sizes.png
Scale bar: 20 um.
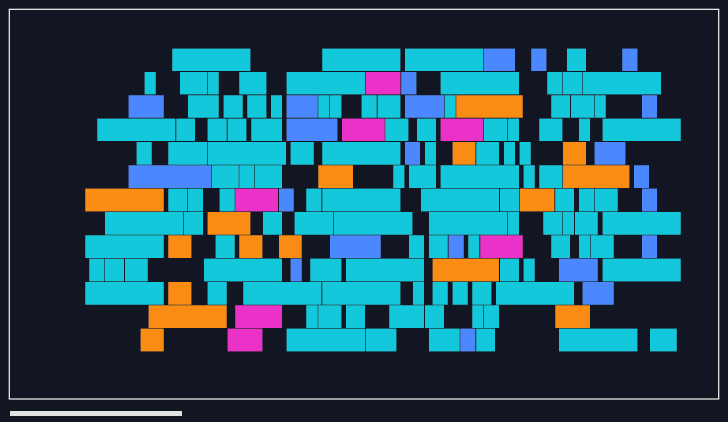
flops_by_reg.png
Scale bar: 20 um.
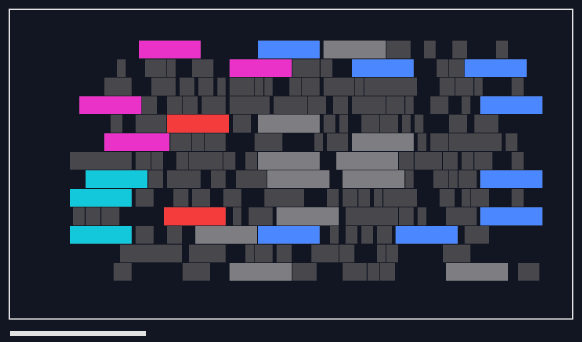
## src/rtl/serialtopar_pkg.sv

```systemverilog
// Shared definitions for the serialtopar_sync deserialiser: FSM state
// encoding and the default comma/idle symbol.
package serialtopar_pkg;

    typedef enum logic [1:0] {
        SEARCH  = 2'd0,
        LOCKING = 2'd1,
        LOCKED  = 2'd2
    } state_t;

    localparam logic [7:0] COMMA_DEFAULT = 8'hBC;

endpackage

```

## src/rtl/serialtopar_sync_fsm.sv

```systemverilog
// Alignment FSM for serialtopar_sync: word-phase counter, comma counter and
// lock state. Build option SERIALTOPAR_SYNC_REALIGN_EN adds a misaligned-comma
// counter that drops lock after MISALIGN_LIMIT off-phase commas.
module serialtopar_sync_fsm
    import serialtopar_pkg::*;
#(
    parameter int WIDTH          = 8,
    parameter int LOCK_COUNT     = 4,
    parameter int MISALIGN_LIMIT = 2
) (
    input  logic   clk,
    input  logic   reset_L,
    input  logic   comma_match,
    output state_t state,
    output logic   emit,
    output logic   locked_nxt
);

    localparam int CW = $clog2(WIDTH);

    state_t          state_q, state_nxt;
    logic [CW-1:0]   bit_cnt, bit_cnt_nxt;
    logic [3:0]      comma_cnt, comma_cnt_nxt;
    logic            emit_q, emit_nxt;
    logic            boundary;

`ifdef SERIALTOPAR_SYNC_REALIGN_EN
    localparam int MW = (MISALIGN_LIMIT < 2) ? 1 : $clog2(MISALIGN_LIMIT + 1);
    logic [MW-1:0]   mis_cnt, mis_cnt_nxt;
`else
    // The limit only matters when realignment is built in.
    if (MISALIGN_LIMIT < 1) begin : g_no_realign
    end
`endif

    // Last bit of a word arrives when the phase counter sits at WIDTH-1.
    assign boundary = (bit_cnt == CW'(WIDTH - 1));

    // State register: lock state, word phase, comma count, emit pulse.
    always_ff @(posedge clk or negedge reset_L) begin
        if (!reset_L) begin
            state_q   <= SEARCH;
            bit_cnt   <= '0;
            comma_cnt <= '0;
            emit_q    <= 1'b0;
`ifdef SERIALTOPAR_SYNC_REALIGN_EN
            mis_cnt   <= '0;
`endif
        end else begin
            state_q   <= state_nxt;
            bit_cnt   <= bit_cnt_nxt;
            comma_cnt <= comma_cnt_nxt;
            emit_q    <= emit_nxt;
`ifdef SERIALTOPAR_SYNC_REALIGN_EN
            mis_cnt   <= mis_cnt_nxt;
`endif
        end
    end

    // Next-state logic: bit-wise comma hunt, boundary-qualified lock count.
    always_comb begin
        state_nxt     = state_q;
        comma_cnt_nxt = comma_cnt;
        bit_cnt_nxt   = boundary ? '0 : bit_cnt + CW'(1);
        emit_nxt      = 1'b0;
`ifdef SERIALTOPAR_SYNC_REALIGN_EN
        mis_cnt_nxt   = mis_cnt;
`endif
        case (state_q)
            SEARCH: begin
                if (comma_match) begin
                    bit_cnt_nxt   = '0;
                    comma_cnt_nxt = 4'd1;
                    state_nxt     = (LOCK_COUNT == 1) ? LOCKED : LOCKING;
                end
            end
            LOCKING: begin
                if (boundary) begin
                    if (comma_match) begin
                        comma_cnt_nxt = comma_cnt + 4'd1;
                        if (comma_cnt_nxt == 4'(LOCK_COUNT))
                            state_nxt = LOCKED;
                    end else begin
                        comma_cnt_nxt = '0;
                        state_nxt     = SEARCH;
                    end
                end
            end
            LOCKED: begin
                emit_nxt = boundary;
`ifdef SERIALTOPAR_SYNC_REALIGN_EN
                if (comma_match) begin
                    if (boundary) begin
                        mis_cnt_nxt = '0;
                    end else if (mis_cnt + MW'(1) == MW'(MISALIGN_LIMIT)) begin
                        mis_cnt_nxt   = '0;
                        comma_cnt_nxt = '0;
                        emit_nxt      = 1'b0;
                        state_nxt     = SEARCH;
                    end else begin
                        mis_cnt_nxt = mis_cnt + MW'(1);
                    end
                end
`endif
            end
            default: state_nxt = SEARCH;
        endcase
    end

    // Outputs: registered state and emit pulse, plus look-ahead lock flag.
    always_comb begin
        state      = state_q;
        emit       = emit_q;
        locked_nxt = (state_nxt == LOCKED);
    end

endmodule

```

## src/rtl/serialtopar_sync.sv

```systemverilog
// serialtopar_sync: parametrised serial-to-parallel deserialiser with comma
// alignment. Holds the shift register, comma comparator and output registers;
// alignment lives in serialtopar_sync_fsm. Optional build macro:
// SERIALTOPAR_SYNC_REALIGN_EN (drop lock on repeated misaligned commas).
module serialtopar_sync
    import serialtopar_pkg::*;
#(
    parameter int               WIDTH          = 8,
    parameter logic [WIDTH-1:0] COMMA          = WIDTH'(COMMA_DEFAULT),
    parameter int               LOCK_COUNT     = 4,
    parameter int               MISALIGN_LIMIT = 2
) (
    input  logic             clk,
    input  logic             reset_L,
    input  logic             data_in,
    output logic [WIDTH-1:0] data_out,
    output logic             valid_out,
    output logic             word_strobe,
    output logic             locked
);

    logic [WIDTH-1:0] sr, sr_nxt;
    logic             comma_match;
    logic             emit;
    logic             locked_nxt;
    state_t           state;

    assign sr_nxt      = {sr[WIDTH-2:0], data_in};
    assign comma_match = (sr_nxt == COMMA);
    assign locked      = (state == LOCKED);

    serialtopar_sync_fsm #(
        .WIDTH          (WIDTH),
        .LOCK_COUNT     (LOCK_COUNT),
        .MISALIGN_LIMIT (MISALIGN_LIMIT)
    ) u_fsm (
        .clk         (clk),
        .reset_L     (reset_L),
        .comma_match (comma_match),
        .state       (state),
        .emit        (emit),
        .locked_nxt  (locked_nxt)
    );

    // Serial shift, MSB first, in every state.
    always_ff @(posedge clk or negedge reset_L) begin
        if (!reset_L) sr <= '0;
        else          sr <= sr_nxt;
    end

    // Word output one cycle after the boundary; sr then holds the whole word.
    // Losing lock suppresses a pending word and clears valid.
    always_ff @(posedge clk or negedge reset_L) begin
        if (!reset_L) begin
            data_out    <= '0;
            valid_out   <= 1'b0;
            word_strobe <= 1'b0;
        end else if (emit && locked_nxt) begin
            data_out    <= sr;
            valid_out   <= (sr != COMMA);
            word_strobe <= 1'b1;
        end else begin
            word_strobe <= 1'b0;
            if (!locked_nxt) valid_out <= 1'b0;
        end
    end

endmodule

```

## config.mk

```make
export PLATFORM = sky130hd
export DESIGN_NAME = serialtopar_sync
export DESIGN_NICKNAME = d
export VERILOG_FILES = /design/src/rtl/serialtopar_pkg.sv /design/src/rtl/serialtopar_sync_fsm.sv /design/src/rtl/serialtopar_sync.sv
export SDC_FILE = /design/constraint.sdc
export NUM_CORES = 1
export LEC_CHECK = 0
export ABC_CLOCK_PERIOD_IN_PS = 2100
export CAP_MARGIN = 20
export CORE_ASPECT_RATIO = 0.5
export CORE_MARGIN = 4
export CORE_UTILIZATION = 50
export CTS_CLUSTER_DIAMETER = 60
export DETAILED_ROUTE_END_ITERATION = 10
export GPL_TIMING_DRIVEN = 0
export PLACE_DENSITY = 0.74
export SETUP_SLACK_MARGIN = 0.15
export SLEW_MARGIN = 20
export SYNTH_ARGS = -nofsm -noshare
export SYNTH_HDL_FRONTEND = slang
export SYNTH_SLANG_ARGS = --single-unit
```

## constraint.sdc

```tcl
create_clock -name clk -period 2.1 [get_ports clk]
set_input_delay 0.42 -clock clk [delete_from_list [all_inputs] [get_ports clk]]
set_output_delay 0.42 -clock clk [all_outputs]
set_load 0.1 [all_outputs]
```

==> out/results.ini <==
[status]
status=finished, final reports clean

[synthesis]
yosys-top-cells-count=dfrtp_1, a31oi_1, inv_1, nand2_1, clkbuf_1
ys_ff=28
top_cell_area_share_pct=50.5
avgSynthCellArea_um2=10.3
floorplan.nets=142
topCellsByArea=dfrtp_1, a31oi_1, ha_1
yosys_warnings=0
syn_area_um2=1390
synth.most_common_cell=dfrtp_1
ys_area_um2=1390

[setup_path]
path_depth=8
endpoint_kind=flip-flop
path_class=flip-flop to flip-flop
crit_family=simple AND/OR/NAND/NOR gates
path_max_fanout=6
startpoint_type=flip-flop
slowest_delay_ns=0.42

[grt]
antenna_found_initial=0
grt_use_total_pct=18.0
grt_max_degree=29
grt.overflow.total=0

[layout]
final_net_count=167
n_antenna_cell=0

[placed_design]
post-dp-hpwl_um=2040
gp_congestion=0.775

[sta]
rsz0062_at_grt=true
layout_min_cycle_time_ns=2.01
fin_skew_ns=0.00365
setup_viol=0
worstMarginPinSlew_ns=0.950

[power]
p_leak_nw=0.709
max-vdd-ir-drop_v=0.000371
powerDensity_nw_per_um2=639

[floorplanning]
core_area_um2=2620
dieArea_um2=3730
ios=14
fp_util_pct=53.0

[routing]
wire_per_inst_um=16.1
routed_wl_um=3160

[min_path]
min_path_type=input port to asynchronous set/reset pin

[clock_tree]
clk_pin_slew_worst_paths_ns=0.09

Notes on sizes.png above:
- _3 and _4 cells: orange (cells 16; share 10%; most used buf_4)
- _2 cells: blue (cells 22; share 14%; most used clkbuf_2)
- _6 and larger: magenta (cells 7; share 4.4%; most used clkbuf_8)
- _0 and _1 cells: cyan (cells 114; share 72%; most used dfrtp_1)
worst setup margin: 0.0857 ns
Layout area overhead: 27.1%

Notes on flops_by_reg.png above:
- u_fsm.bit_cnt: cyan (sequential cells 3)
- u_fsm.state: red (sequential cells 2)
- u_fsm.comma_cnt: magenta (sequential cells 4; where north-west)
- data_out: blue (sequential cells 8)
- not colored: 11

where the power goes:
part / total, W / switching (W) / internal, W
Combinational: 0.000160 / 0.0000795 / 0.0000808
Clock: 0.000333 / 0.000165 / 0.000168
Sequential: 0.000634 / 0.0000489 / 0.000585
cell type report:
class | instances | area [um^2] | share of cell area, %
Multi-Input combinational cell | 89 | 727 | 41.2
Sequential cell | 28 | 702 | 39.8
Timing Repair Buffer | 20 | 146 | 8.30
Clock buffer | 4 | 55.1 | 3.12
Buffer | 9 | 52.6 | 2.98
Tap cell | 37 | 46.3 | 2.63
Inverter | 9 | 33.8 | 1.92
worst max-delay path by stage:
stage                       end  slack (ns)
finish              data_out[4]        0.09
CTS                   valid_out        0.06
floorplan           data_out[6]        0.14
global placement         locked       -0.44
global route        data_out[4]        0.02
detailed placement       locked       -0.45
cells in the final DEF, fill, tap and decap left out, types with 3 or more instances in the layout:
cell type / count
and2_1: 3
nand3_2: 3
nand2b_1: 3
dfrtp_1: 27
a31oi_1: 5
clkbuf_1: 4
nor2b_1: 5
inv_1: 8
clkbuf_8: 4
clkbuf_2: 9
nor3_1: 3
nand2_1: 9
o211ai_1: 6
or4_1: 4
o21ai_0: 6
o22ai_1: 6
buf_4: 7
nand3_1: 3
worst reg2reg max path, stage by stage (launching register included):
cell and delay [ns]:
dfrtp_1 0.40, ha_4 0.16, ha_4 0.12, nor2b_4 0.13, buf_6 0.10, or3b_4 0.40, buf_6 0.15, or4_4 0.42
nand3_2 0.07
routing by layer:
metal  GRT usage (%)  vias up  routed length [um]
li1                -      555                   -
met1            25.9      562                1500
met2            28.3       28                1500
met3            4.78        4                 144
met4            1.95        0                  16
met5               0        -                   0
kinds of logic after synthesis:
| kind of cell | share of synthesized area (%) |
|---|---|
| compound gates | 19.3 |
| simple gates | 20.1 |
| fa+ha+maj | 3.61 |
| flops | 50.5 |
| buf+inv | 5.68 |
| mux | 0.811 |
repair_timing:
item	in CTS	in global routing
hold buffers	0	0
pin swaps	5	5
endpoints found under the setup margin	23	25
setup buffers	5	2
resized	25	35
state kept, by name, indices dropped and copies added (netlist names):
name,flops
valid_out,1
data_out,8
u_fsm.comma_cnt,4
word_strobe,1
u_fsm.bit_cnt,3
u_fsm.state,2
sr,8
u_fsm.emit,1
per-stage QoR:
| stage | setup TNS, ns | area [um^2] | hold slack [ns] |
|---|---|---|---|
| 2_1_floorplan | 0 | 1400 | 0.124 |
| 3_3_place_gp | -2.90 | 1580 | 0.382 |
| 3_5_place_dp | -2.69 | 1570 | 0.385 |
| 4_1_cts | 0 | 1670 | 0.165 |
| 5_1_grt | 0 | 1760 | 0.191 |
| 6_report | 0 | 1760 | 0.144 |
Power figures rest on the tool's default switching activity, not on a simulated workload.
